**Run 1: signal wires on met3**

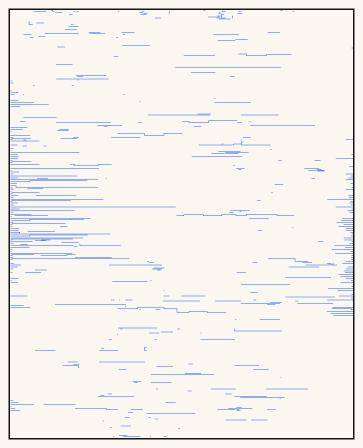
**Run 1: I/O pins on the die edge**

Pins as bars across the die edge, other pins in grey.
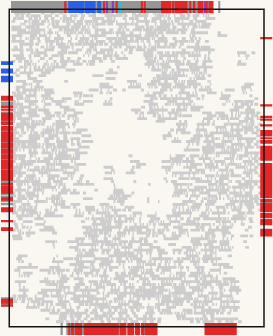
**Run 1: metal layers overlaid**

Only two layers are drawn.
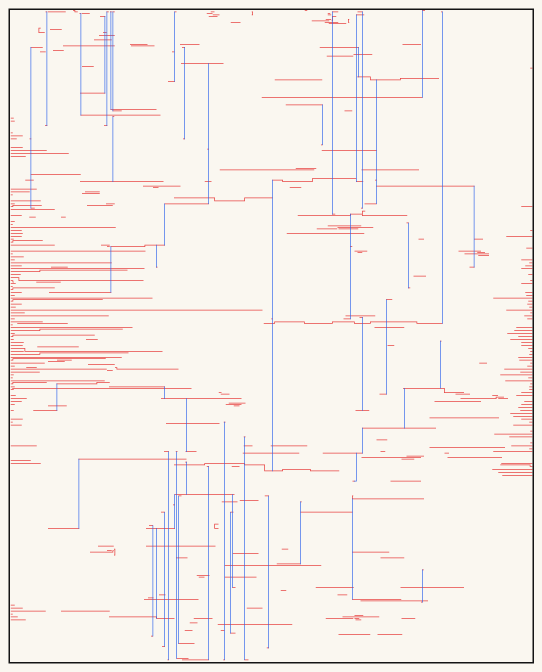
File: src/rtl/mmu_bat_sched.sv
// Time-shares one external BAT check datapath between instruction and data lookups,
// and holds the IBAT/DBAT register banks that feed it.
module mmu_bat_sched #(
    parameter int NR_BATS = 4,
    parameter int REGSZ   = 32
) (
    input  logic                        clk,
    input  logic                        reset,

    // Handshake rule on every channel: transfer happens on the rising edge where
    // valid && ready; the source holds its payload until that edge.
    input  logic                        i_req_valid,
    output logic                        i_req_ready,
    input  logic [REGSZ-1:0]            i_vaddr,
    input  logic                        i_priv,

    input  logic                        d_req_valid,
    output logic                        d_req_ready,
    input  logic [REGSZ-1:0]            d_vaddr,
    input  logic                        d_priv,
    input  logic                        d_RnW,

    input  logic                        spr_wr,
    input  logic [$clog2(NR_BATS)+1:0]  spr_idx,
    input  logic [31:0]                 spr_wdata,

    output logic [REGSZ-1:0]            bat_vaddr,
    output logic                        bat_priv,
    output logic                        bat_RnW,
    output logic [64*NR_BATS-1:0]       bat_bats,
    input  logic [REGSZ-1:0]            bat_paddr,
    input  logic                        bat_cacheable,
    input  logic [2:0]                  bat_fault,
    input  logic                        bat_valid,

    output logic                        resp_valid,
    input  logic                        resp_ready,
    output logic                        resp_side,
    output logic [REGSZ-1:0]            resp_paddr,
    output logic                        resp_cacheable,
    output logic [2:0]                  resp_fault,
    output logic                        resp_hit,

    output logic [1:0]                  state_dbg
);

    localparam int NW = $clog2(NR_BATS);

    typedef enum logic [1:0] {
        ST_IDLE   = 2'd0,
        ST_LOOKUP = 2'd1,
        ST_RESP   = 2'd2
    } state_t;

    state_t           state;
    logic             last_d;
    logic             side_q;
    logic [REGSZ-1:0] vaddr_q;
    logic             priv_q;
    logic             rnw_q;

    logic [63:0]      ibat [NR_BATS];
    logic [63:0]      dbat [NR_BATS];

    logic             spr_bank;
    logic [NW-1:0]    spr_num;
    logic             spr_half;
    logic             can_accept;
    logic             grant_i;
    logic             grant_d;

    assign spr_bank = spr_idx[NW+1];
    assign spr_num  = spr_idx[NW:1];
    assign spr_half = spr_idx[0];

    // Round-robin: on a tie the side that was not granted last wins.
    assign grant_i    = i_req_valid && (!d_req_valid || last_d);
    assign grant_d    = d_req_valid && (!i_req_valid || !last_d);
    assign can_accept = (state == ST_IDLE) && !spr_wr && !reset;

    assign i_req_ready = can_accept && grant_i;
    assign d_req_ready = can_accept && grant_d;

    assign bat_vaddr = vaddr_q;
    assign bat_priv  = priv_q;
    assign bat_RnW   = rnw_q;
    assign state_dbg = state;

    always_comb begin
        bat_bats = '0;
        for (int n = 0; n < NR_BATS; n++) begin
            bat_bats[64*n +: 64] = side_q ? dbat[n] : ibat[n];
        end
    end

    // Half 0 is the upper word, half 1 the lower word of each BAT pair.
    always_ff @(posedge clk or posedge reset) begin
        if (reset) begin
            for (int n = 0; n < NR_BATS; n++) begin
                ibat[n] <= '0;
                dbat[n] <= '0;
            end
        end else if (spr_wr) begin
            if (spr_bank) begin
                if (spr_half) dbat[spr_num][31:0]  <= spr_wdata;
                else          dbat[spr_num][63:32] <= spr_wdata;
            end else begin
                if (spr_half) ibat[spr_num][31:0]  <= spr_wdata;
                else          ibat[spr_num][63:32] <= spr_wdata;
            end
        end
    end

    always_ff @(posedge clk or posedge reset) begin
        if (reset) begin
            state          <= ST_IDLE;
            last_d         <= 1'b1;
            side_q         <= 1'b0;
            vaddr_q        <= '0;
            priv_q         <= 1'b0;
            rnw_q          <= 1'b0;
            resp_valid     <= 1'b0;
            resp_side      <= 1'b0;
            resp_paddr     <= '0;
            resp_cacheable <= 1'b0;
            resp_fault     <= 3'd0;
            resp_hit       <= 1'b0;
        end else begin
            case (state)
                ST_IDLE: begin
                    if (i_req_ready) begin
                        vaddr_q <= i_vaddr;
                        priv_q  <= i_priv;
                        rnw_q   <= 1'b1;
                        side_q  <= 1'b0;
                        last_d  <= 1'b0;
                        state   <= ST_LOOKUP;
                    end else if (d_req_ready) begin
                        vaddr_q <= d_vaddr;
                        priv_q  <= d_priv;
                        rnw_q   <= d_RnW;
                        side_q  <= 1'b1;
                        last_d  <= 1'b1;
                        state   <= ST_LOOKUP;
                    end
                end
                ST_LOOKUP: begin
                    // A miss reports all-zero translation fields regardless of datapath output.
                    resp_valid     <= 1'b1;
                    resp_side      <= side_q;
                    resp_hit       <= bat_valid;
                    resp_paddr     <= bat_valid ? bat_paddr : '0;
                    resp_cacheable <= bat_valid && bat_cacheable;
                    resp_fault     <= bat_valid ? bat_fault : 3'd0;
                    state          <= ST_RESP;
                end
                ST_RESP: begin
                    if (resp_ready) begin
                        resp_valid <= 1'b0;
                        state      <= ST_IDLE;
                    end
                end
                default: state <= ST_IDLE;
            endcase
        end
    end

endmodule

File: config.mk
export PLATFORM = sky130hd
export DESIGN_NAME = mmu_bat_sched
export DESIGN_NICKNAME = d
export VERILOG_FILES = /design/src/rtl/mmu_bat_sched.sv
export SDC_FILE = /design/constraint.sdc
export NUM_CORES = 1
export LEC_CHECK = 0
export ABC_AREA = 1
export CORE_ASPECT_RATIO = 1.25
export CORE_UTILIZATION = 35
export CTS_BUF_LIST = sky130_fd_sc_hd__clkbuf_16
export CTS_CLUSTER_DIAMETER = 80
export DETAILED_ROUTE_END_ITERATION = 6
export GPL_ROUTABILITY_DRIVEN = 0
export PLACE_DENSITY = 0.66
export SYNTH_ARGS = -nofsm -noshare
export SYNTH_HDL_FRONTEND = slang
export SYNTH_SLANG_ARGS = --single-unit
File: constraint.sdc
create_clock -name clk -period 37.7 [get_ports clk]
set_clock_uncertainty 0.15 [all_clocks]
set_input_delay 7.54 -clock clk [delete_from_list [all_inputs] [get_ports clk]]
set_output_delay 7.54 -clock clk [all_outputs]
set_load 0.005 [all_outputs]
==> GITHUB_STEP_SUMMARY, run 1 <==
### Metrics collected by this job

| Metric | Value |
|---|---|
| Comb pwr share | 0.359 |
| Top FF cell, synth | dfrtp_1 |
| Clk_buf instances | 62 |
| Inserted Clock Buffers | ~60 |
| WP buf/inv | 5 |
| First-pass GRT wire length | ~120 mm |
| Net count after synthesis | around 3,200 |
| Mean Syn Cell Area | ~8.2 um2 |
| Yosys xor share | 0 |
| Biggest regs | dbat: 256 flops, ibat: 256 flops |
| Multi-In Gates | approximately 2,100 |
| Vias in the first global route | between 15,000 and 20,000 |
| Ys Warns | 0 |
| Top power group | sequential cells |
| Fin cells | 4,378 |
| Non-clock inverter count | between 100 and 150 |
| Max capacitance violation total | 0 |
| Comb pwr | between 0.8 and 0.9 mW |
| Post-synth regs | ~600 |
| Non-clk buf share | 0.1565 |
| Diodes inserted | 4 |
| Critical path's slowest cell | nor2_4 |
| Hold slack | around 0.32 ns |
| Worst-case reg-to-reg path depth | 9 |
| ANT nets after route | 0 |
| Sequential Power Share | 0.389 |
| Clock share of power | 0.252 |
| Flop area | ~15,000 um2 |
| Outcome | finished clean |
| MUX share of area | 0 |
| Critical path, cell by cell | clkdlybuf4s50_1, inv_8, nand2_1, nor2_4, nand2_2, buf_4, inv_1, clkdlybuf4s50_1 |
| Minimum clock period | 18.22 ns |
| Final wirelength | 80.39 mm |
| Initial antenna violation count | 1 |
| Setup WS pre-CTS | about 19 ns |
| Tot GR Track Use | 0.2188 |
| DR pass1 iterations | 6 |
| Area share, top type | 0.5900 |
| M3 GR Usage | 0.04272 |
| Instance count on the critical path | 8 |
| Final Core Density | 0.4553 |
| Worst Tran Pin Value | about 1.1 ns |
| CTS tree | done |
| Delay-heaviest family, CP | buffers and inverters |
| M1 wire length | approximately 36 mm |
| DIE WIDTH | 240.7 um |
| Final worst slack | slightly below 20 ns |
| Crit. Startpoint | reset |
| CP max FO | approximately 68 |
Notes on 'signal wires on met3' above:
wire length on this layer: 4,660 um
main direction: horizontal

Notes on 'I/O pins on the die edge' above:
| colour | port | pins | direction | edge |
|---|---|---|---|---|
| cyan | bat_cacheable | 1 | input | top |
| purple | bat_fault | 3 | input | top |
| blue | i_vaddr | 32 | input | 23 top, 9 left |
| red | bat_bats | 256 | output | 95 bottom, 66 right, 62 left, 33 top |

Notes on 'metal layers overlaid' above:
| colour | layer | wire length |
|---|---|---|
| blue | met4 | 2,580 um |
| red | met3 | 4,660 um |

## Run 2: what changed since run 1
clock period = 18.71 ns   (was 37.7 ns; I/O delays follow)
==> run 2 against run 1 <==
Sequential share of layout area down 0.27 points. Synthesized cell count unchanged. Combinational power up 100%. Area after synthesis unchanged. Design area up 0.60%. Non-clock buffer count down 3. Worst hold slack worse by 0.0028 ns. Sequential power up 100%. Die area unchanged. Critical path type unchanged. Critical endpoint is now d_req_ready. Largest power group unchanged. Highest routed layer unchanged.
==> GITHUB_STEP_SUMMARY, run 2 <==
### Metrics collected by this job

| Metric | Value |
|---|---|
| Worst-case reg-to-reg path depth | 9 (unchanged) |
| Hold slack | 0.3198 ns (was 0.3226 ns) |
| CP max FO | 35 (was 68) |
| Final worst slack | 8.376 ns (was 19.48 ns) |
| Non-clk buf share | 0.1553 (was 0.1565) |
| Final Core Density | 0.4580 (was 0.4553) |
| CTS tree | done (unchanged) |
| Sequential Power Share | 0.377 (was 0.389) |
| Top FF cell, synth | dfrtp_1 (unchanged) |
| Initial antenna violation count | 6 (was 1) |
| Ys Warns | 0 (unchanged) |
| Non-clock inverter count | 132 (unchanged) |
| Multi-In Gates | 2,092 (unchanged) |
| Clk_buf instances | 61 (was 62) |
| Critical path, cell by cell | clkdlybuf4s50_1, clkinvlp_4, nand2_1, nor2_4, nand2_1, inv_1, clkdlybuf4s50_1 (was clkdlybuf4s50_1, inv_8, nand2_1, nor2_4, nand2_2, buf_4, inv_1, clkdlybuf4s50_1) |
| Delay-heaviest family, CP | buffers and inverters (unchanged) |
| Critical path's slowest cell | nor2_4 (unchanged) |
| Vias in the first global route | 19,600 (was 19,470) |
| Max capacitance violation total | 0 (unchanged) |
| Top power group | sequential cells (unchanged) |
| Area share, top type | 0.5900 (unchanged) |
| First-pass GRT wire length | 120.8 mm (was 120.9 mm) |
| Instance count on the critical path | 7 (was 8) |
| ANT nets after route | 0 (unchanged) |
| Outcome | finished clean (unchanged) |
| Diodes inserted | 2 (was 4) |
| Setup WS pre-CTS | 8.300 ns (was 19.37 ns) |
| Minimum clock period | about 10 ns |
| DIE WIDTH | 240.7 um (unchanged) |
| MUX share of area | 0 (unchanged) |
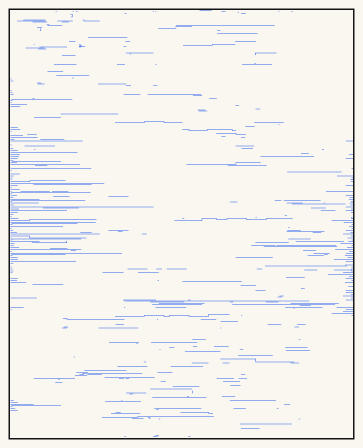
**Above:** run 2 (signal wires on met3).
via count: 21,130
final wirelength: 79.33 mm
M3 GR Usage: 0.04620

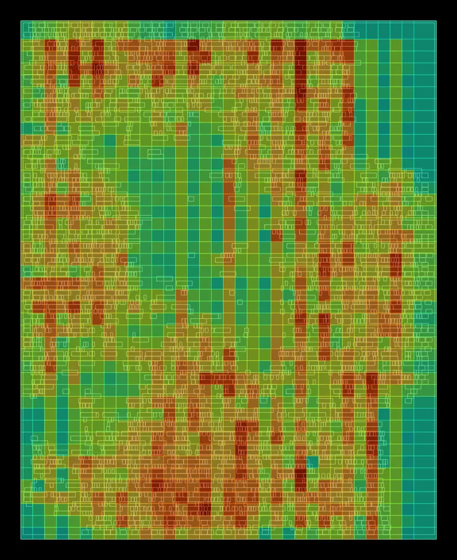
**Above:** run 2 (track usage over the die).
WL per Instance: 18.15 um
met2 Usage GRT: 0.3326
Tot GR Track Use: 0.2177

Power and IR drop assume default switching activity.
